===== config.mk =====
export PLATFORM = sky130hd
export DESIGN_NAME = reg_bank_responder
export DESIGN_NICKNAME = d
export VERILOG_FILES = /design/src/rtl/reg_bank_responder.sv
export SDC_FILE = /design/constraint.sdc
export NUM_CORES = 1
export LEC_CHECK = 0
export ABC_CLOCK_PERIOD_IN_PS = 1980
export CAP_MARGIN = 10
export CORE_AREA = 2 2 75 77
export CTS_CLUSTER_SIZE = 12
export DETAILED_ROUTE_END_ITERATION = 7
export DIE_AREA = 0 0 77 79
export GPL_TIMING_DRIVEN = 0
export PLACE_DENSITY = 0.65
export SKIP_LAST_GASP = 1
export SYNTH_ARGS = -nofsm -noshare
export SYNTH_HDL_FRONTEND = slang
export SYNTH_SLANG_ARGS = --single-unit

===== constraint.sdc =====
create_clock -name clk -period 1.98 [get_ports clk]
set_input_delay 0.396 -clock clk [delete_from_list [all_inputs] [get_ports clk]]
set_output_delay 0.396 -clock clk [all_outputs]
set_load 0.01 [all_outputs]

===== src/rtl/reg_bank_responder.sv =====
// Register-bank responder: DEPTH-entry storage with per-entry valid bits,
// registered one-cycle reads with miss flag, and a sequential CLEAR sweep.
module reg_bank_responder #(
   parameter int unsigned DATA_W = 5,
   parameter int unsigned ADDR_W = 2
) (
   input  logic              clk,
   input  logic              rst,
   input  logic              wr_en,
   input  logic [ADDR_W-1:0] WA,
   input  logic [DATA_W-1:0] DataIn,
   input  logic              rd_en,
   input  logic [ADDR_W-1:0] RA,
   input  logic              clr_en,
   output logic [DATA_W-1:0] RdData,
   output logic              rd_valid,
   output logic              rd_miss,
   output logic [ADDR_W:0]   Count,
   output logic              busy
);

   localparam int unsigned DEPTH = 2 ** ADDR_W;
   localparam logic [ADDR_W-1:0] LAST_IDX = ADDR_W'(DEPTH - 1);

   typedef enum logic {
      IDLE,
      CLEAR
   } state_t;

   state_t            state_q, state_d;
   logic [ADDR_W-1:0] clr_ptr_q, clr_ptr_d;
   logic [DATA_W-1:0] mem_q [DEPTH];
   logic [DATA_W-1:0] mem_d [DEPTH];
   logic [DEPTH-1:0]  valid_q, valid_d;
   logic [ADDR_W:0]   count_q, count_d;
   logic [DATA_W-1:0] rd_data_q, rd_data_d;
   logic              rd_valid_q, rd_valid_d;
   logic              rd_miss_q, rd_miss_d;
   logic              busy_q, busy_d;
   logic              wr_hit;

   // A read of the address being written in the same cycle sees the new data.
   assign wr_hit = wr_en && (WA == RA);

   always_comb begin
      state_d    = state_q;
      clr_ptr_d  = clr_ptr_q;
      mem_d      = mem_q;
      valid_d    = valid_q;
      count_d    = count_q;
      rd_data_d  = rd_data_q;
      rd_miss_d  = rd_miss_q;
      rd_valid_d = 1'b0;

      case (state_q)
         IDLE: begin
            if (clr_en) begin
               state_d   = CLEAR;
               clr_ptr_d = '0;
            end else begin
               if (rd_en) begin
                  rd_valid_d = 1'b1;
                  if (wr_hit) begin
                     rd_data_d = DataIn;
                     rd_miss_d = 1'b0;
                  end else if (valid_q[RA]) begin
                     rd_data_d = mem_q[RA];
                     rd_miss_d = 1'b0;
                  end else begin
                     rd_data_d = '0;
                     rd_miss_d = 1'b1;
                  end
               end
               if (wr_en) begin
                  mem_d[WA]   = DataIn;
                  valid_d[WA] = 1'b1;
                  if (!valid_q[WA]) begin
                     count_d = count_q + 1'b1;
                  end
               end
            end
         end
         CLEAR: begin
            mem_d[clr_ptr_q]   = '0;
            valid_d[clr_ptr_q] = 1'b0;
            if (valid_q[clr_ptr_q]) begin
               count_d = count_q - 1'b1;
            end
            clr_ptr_d = clr_ptr_q + 1'b1;
            if (clr_ptr_q == LAST_IDX) begin
               state_d = IDLE;
            end
         end
      endcase

      busy_d = (state_d == CLEAR);
   end

   always_ff @(posedge clk) begin
      if (rst) begin
         state_q    <= IDLE;
         clr_ptr_q  <= '0;
         for (int unsigned i = 0; i < DEPTH; i++) begin
            mem_q[i] <= '0;
         end
         valid_q    <= '0;
         count_q    <= '0;
         rd_data_q  <= '0;
         rd_valid_q <= 1'b0;
         rd_miss_q  <= 1'b0;
         busy_q     <= 1'b0;
      end else begin
         state_q    <= state_d;
         clr_ptr_q  <= clr_ptr_d;
         for (int unsigned i = 0; i < DEPTH; i++) begin
            mem_q[i] <= mem_d[i];
         end
         valid_q    <= valid_d;
         count_q    <= count_d;
         rd_data_q  <= rd_data_d;
         rd_valid_q <= rd_valid_d;
         rd_miss_q  <= rd_miss_d;
         busy_q     <= busy_d;
      end
   end

   assign RdData   = rd_data_q;
   assign rd_valid = rd_valid_q;
   assign rd_miss  = rd_miss_q;
   assign Count    = count_q;
   assign busy     = busy_q;

endmodule


==> impl_metrics.py <==
# Synthesis and PnR figures
metrics = {
    "setup_path": {
        "crit_buf_inv": 2,
        "reg2regPathDepth": 6,
        "cp_max_fo": 7,
        "regToRegSetupSlack_ns": 0.28,
        "startpoint_type": "input port",
        "worstSetupEndpointType": "register",
        "crit_family": "buffers and inverters",
        "cp_slowest_cell": "clkdlybuf4s50_1",
        "startpoint": "wr_en",
        "required_ns": 2.20,
        "arrival_ns": 2.15,
        "reg2reg_to": "Count[2]",
        "r2r-start": "busy",
        "crit_chain": "clkdlybuf4s50_1 > or3b_1 > buf_2 > a2bb2oi_2 > or3_1 > a21oi_1",
        "timing.setup.critical_path_class": "in2reg",
        "crit_path_max_incr_delay_ns": 0.53,
    },
    "timing": {
        "hold_ws_ns": 0.351,
        "worst_pin_slew_ns": 0.591,
        "max_freq_ghz": 0.517,
        "clock_skew_ns": 0.0101,
        "hold_viol_final": 0,
        "setup_viol": 0,
        "drv_slew": 0,
        "finalCritPeriodShare": 0.976,
        "slew_headroom": 0.603,
        "fin_crit_ns": 1.93,
    },
    "yosys": {
        "yosysTopAreaCellShare": 0.419,
        "ys_seq_frac": 0.419,
        "top_cells_by_area": "dfxtp_1 42%, mux4_2 10%, a21oi_1 7.1%",
        "edf_count": 0,
        "syn_inst": 190,
        "ys_warn_count": 0,
        "ys.flops": 37,
        "ys_async_sr_fraction": 0,
        "syn_avg_cell_area_um2": 9.31,
        "largest_area_cell": "dfxtp_1",
        "floorplan.nets": 209,
        "syn_area_um2": 1770,
        "yosys_area_um2": 1770,
        "yosysCellCount": 190,
        "synth-main-ff-cell": "dfxtp_1",
        "ys_types": 32,
    },
    "floorplan": {
        "die_w_um": 77,
        "core_area_um2": 5340,
        "rows": 27,
        "dieHeight_um": 79,
        "fp_util": 0.331,
        "die_area_um2": 6080,
        "num_io_pins": 25,
    },
    "global_routing": {
        "antenna_found_initial": 0,
        "grt_util_all_layers": 0.130,
        "grt_max_degree": 14,
        "grt.overflow.total": 0,
        "grt_pass1_wl_mm": 6.22,
        "grt_pass1_vias": 1343,
    },
    "clocking": {
        "path_clk_slew_ns": 0.08,
        "cts_setup_buffers": 0,
        "cts_max_level": 2,
        "root_buffer": "clkbuf_8",
        "tritoncts": "built",
        "numCtsBuffers": 5,
        "cts_hold_buf": 0,
        "clockBufferDepth": 2,
        "clock_sinks": 37,
    },
    "detailed_routing": {
        "drtIter0Drc": 49,
        "avgRoutedWirePerCell_um": 13.2,
        "drt_wl_total_mm": 3.80,
        "drt_drc_violations_left": 0,
        "antenna_left": 0,
        "avgViaCountPerCell": 4.78,
        "firstDrtPassIters": 4,
        "num_vias": 1381,
    },
    "final_layout": {
        "layout-drive-gt1-share": 0.143,
        "area_growth_pct": 23.1,
        "fill_cells": 580,
        "nNetsFinal": 235,
        "diodes": 0,
        "fin_util": 0.408,
    },
    "power_and_ir_drop": {
        "p_leak_uw": 0.000730,
        "p_total_uw": 1670,
        "p_per_area_nw_per_um2": 766,
        "peakVddDrop_uv": 220,
    },
    "min_path": {
        "hold_end": "valid_q[2]",
        "hold-path-cell-count": 2,
        "hold_path_startpoint": "rst",
        "min_path_type": "in2reg",
    },
    "flow_run": {
        "warning_count": 29,
        "drv_cap": 0,
    },
    "status": {
        "status": "finished clean",
    },
    "placed_design": {
        "hpwl_mm": 2.95,
        "place_congestion": 0.757,
        "numPortBuffers": 19,
    },
}
-- cell usage after synthesis (all sizes together), types with 4 or more instances --
library cell and n:
a21oi 25, nand2 27, nor3b 4, mux4 8, nor2 15, inv 6
nand3 20, ha 4, buf 4, a221oi 5, dfxtp 37, nor3 8
clkbuf 6
-- metrics by stage --
stage	instances	area, um^2	setup WS, ns	setup TNS, ns
detailed placement	281	2050	-0.380	-6.06
CTS	289	2170	0.00331	0
global placement	281	2050	-0.342	-5.66
global route	289	2180	-0.00261	-0.00261
floorplan	190	1770	0.273	0
finish	289	2180	0.0467	0
-- final cells by class --
class	instances	area, um^2	area share
plain buffers	10	85.1	0.0391
clock buffers	5	68.8	0.0316
clock inverters	3	46.3	0.0213
inverters	6	22.5	0.0103
multi-input cells	137	935	0.429
flip-flops and latches	37	741	0.340
well taps	72	90.1	0.0414
repair buffers	19	190	0.0873
-- logic make-up (layout without fill, tap and decap cells) --
logic type	count (synthesis)	after routing	synth area share
flops	37	37	0.419
compound gates	35	35	0.120
xor+xnor	4	4	0.0198
buf+inv	16	43	0.0608
mux	9	9	0.107
simple gates	84	84	0.233
fa+ha+maj	5	5	0.0396
-- sequential cells by signal (all words and copies together), names as in the netlist --
register	flops
clr_ptr_q	2
valid_q	4
rd_miss	1
Count	3
RdData	5
mem_q	20
busy	1
rd_valid	1
-- cell usage in the layout (no fill, tap or decap), drive strengths merged, types with 2 or more instances in the layout --
cell type and instances:
dfxtp 37, nand2 27, a21oi 25, nand3 20, clkdlybuf4s50 19, nor2 15
clkbuf 11, mux4 8, nor3 8, inv 6, a221oi 5, ha 4
buf 4, nor3b 4, xor2 3, or3b 3, or3 3, a211oi 2
-- metal layers --
layer | global-route usage | vias to the layer above | part of all wire
met3 | 0.0261 | 5 | 0.039
met1 | 0.158 | 620 | 0.46
met4 | 0.0732 | 0 | 0.018
li1 | - | 728 | -
met5 | 0 | - | 0
met2 | 0.216 | 28 | 0.49
-- what timing repair did --
item | 4_1_cts | 5_1_grt
setup endpoints to repair | 10 | 10
gates resized | 2 | 2
endpoints found under the hold margin | 0 | 0
-- how the worst max path moves through the flow --
stage          cells past startpoint  slack (ns)         end
5_1_grt                            6      -0.003    Count[2]
6_report                           6        0.05    Count[2]
3_5_place_dp                       6       -0.38  valid_q[0]
3_3_place_gp                       6       -0.34  valid_q[0]
2_1_floorplan                      5        0.27   RdData[0]
4_1_cts                            6       0.003    mem_q[7]
-- power breakdown --
group / internal [uW] / leakage [uW] / switching (uW)
clock network: 377 / 0.0000543 / 281
logic: 108 / 0.000375 / 114
registers: 771 / 0.000301 / 18.5
**M2 wires**

Drawn at 4 px/um.
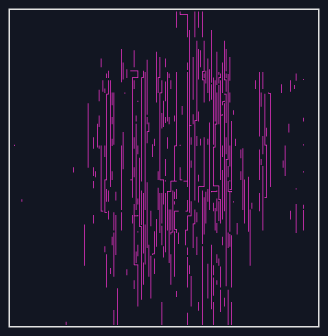
longest straight run = 45.6 um
share of all routed wire = 49%
main direction = vertical

**Register map, names as in the netlist**

Drawn at 4 px/um.
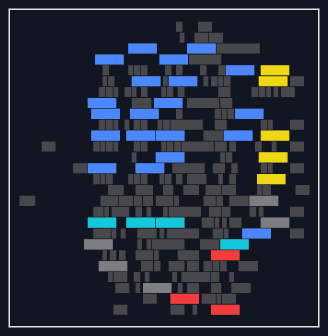
red -> Count  # placed flops 3
cyan -> valid_q  # placed flops 4
yellow -> RdData  # placed flops 5
blue -> mem_q  # placed flops 20

**Clock wiring as the flow saved it**

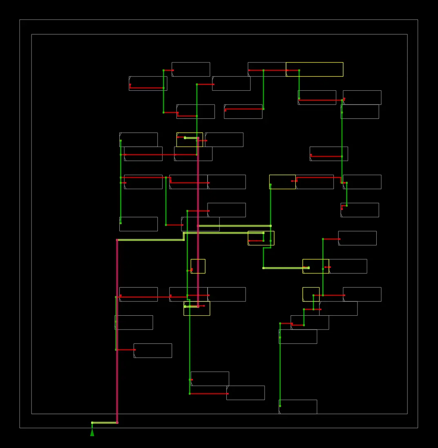
number of clock buffers in the layout: 5
flip-flops: 37
clk latency late pin: 0.29 ns
P_clk: 658 uW

**Placement density heat map**

Drawn at 4 px/um. 8 x 8 tiles, from black (low) to pale yellow (high), 0 to 100% covered.
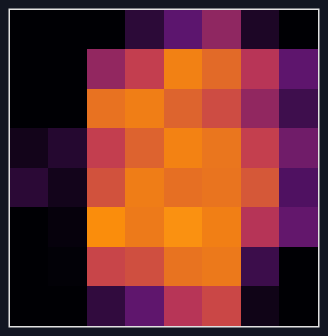
nearly empty tiles = 25%
emptiest ninth of the die = upper left
tiles over 75% full = 3.1%
fullest tile = 76%
mean over tiles = 34%
densest ninth of the die = centre

Power and IR drop assume default switching activity.
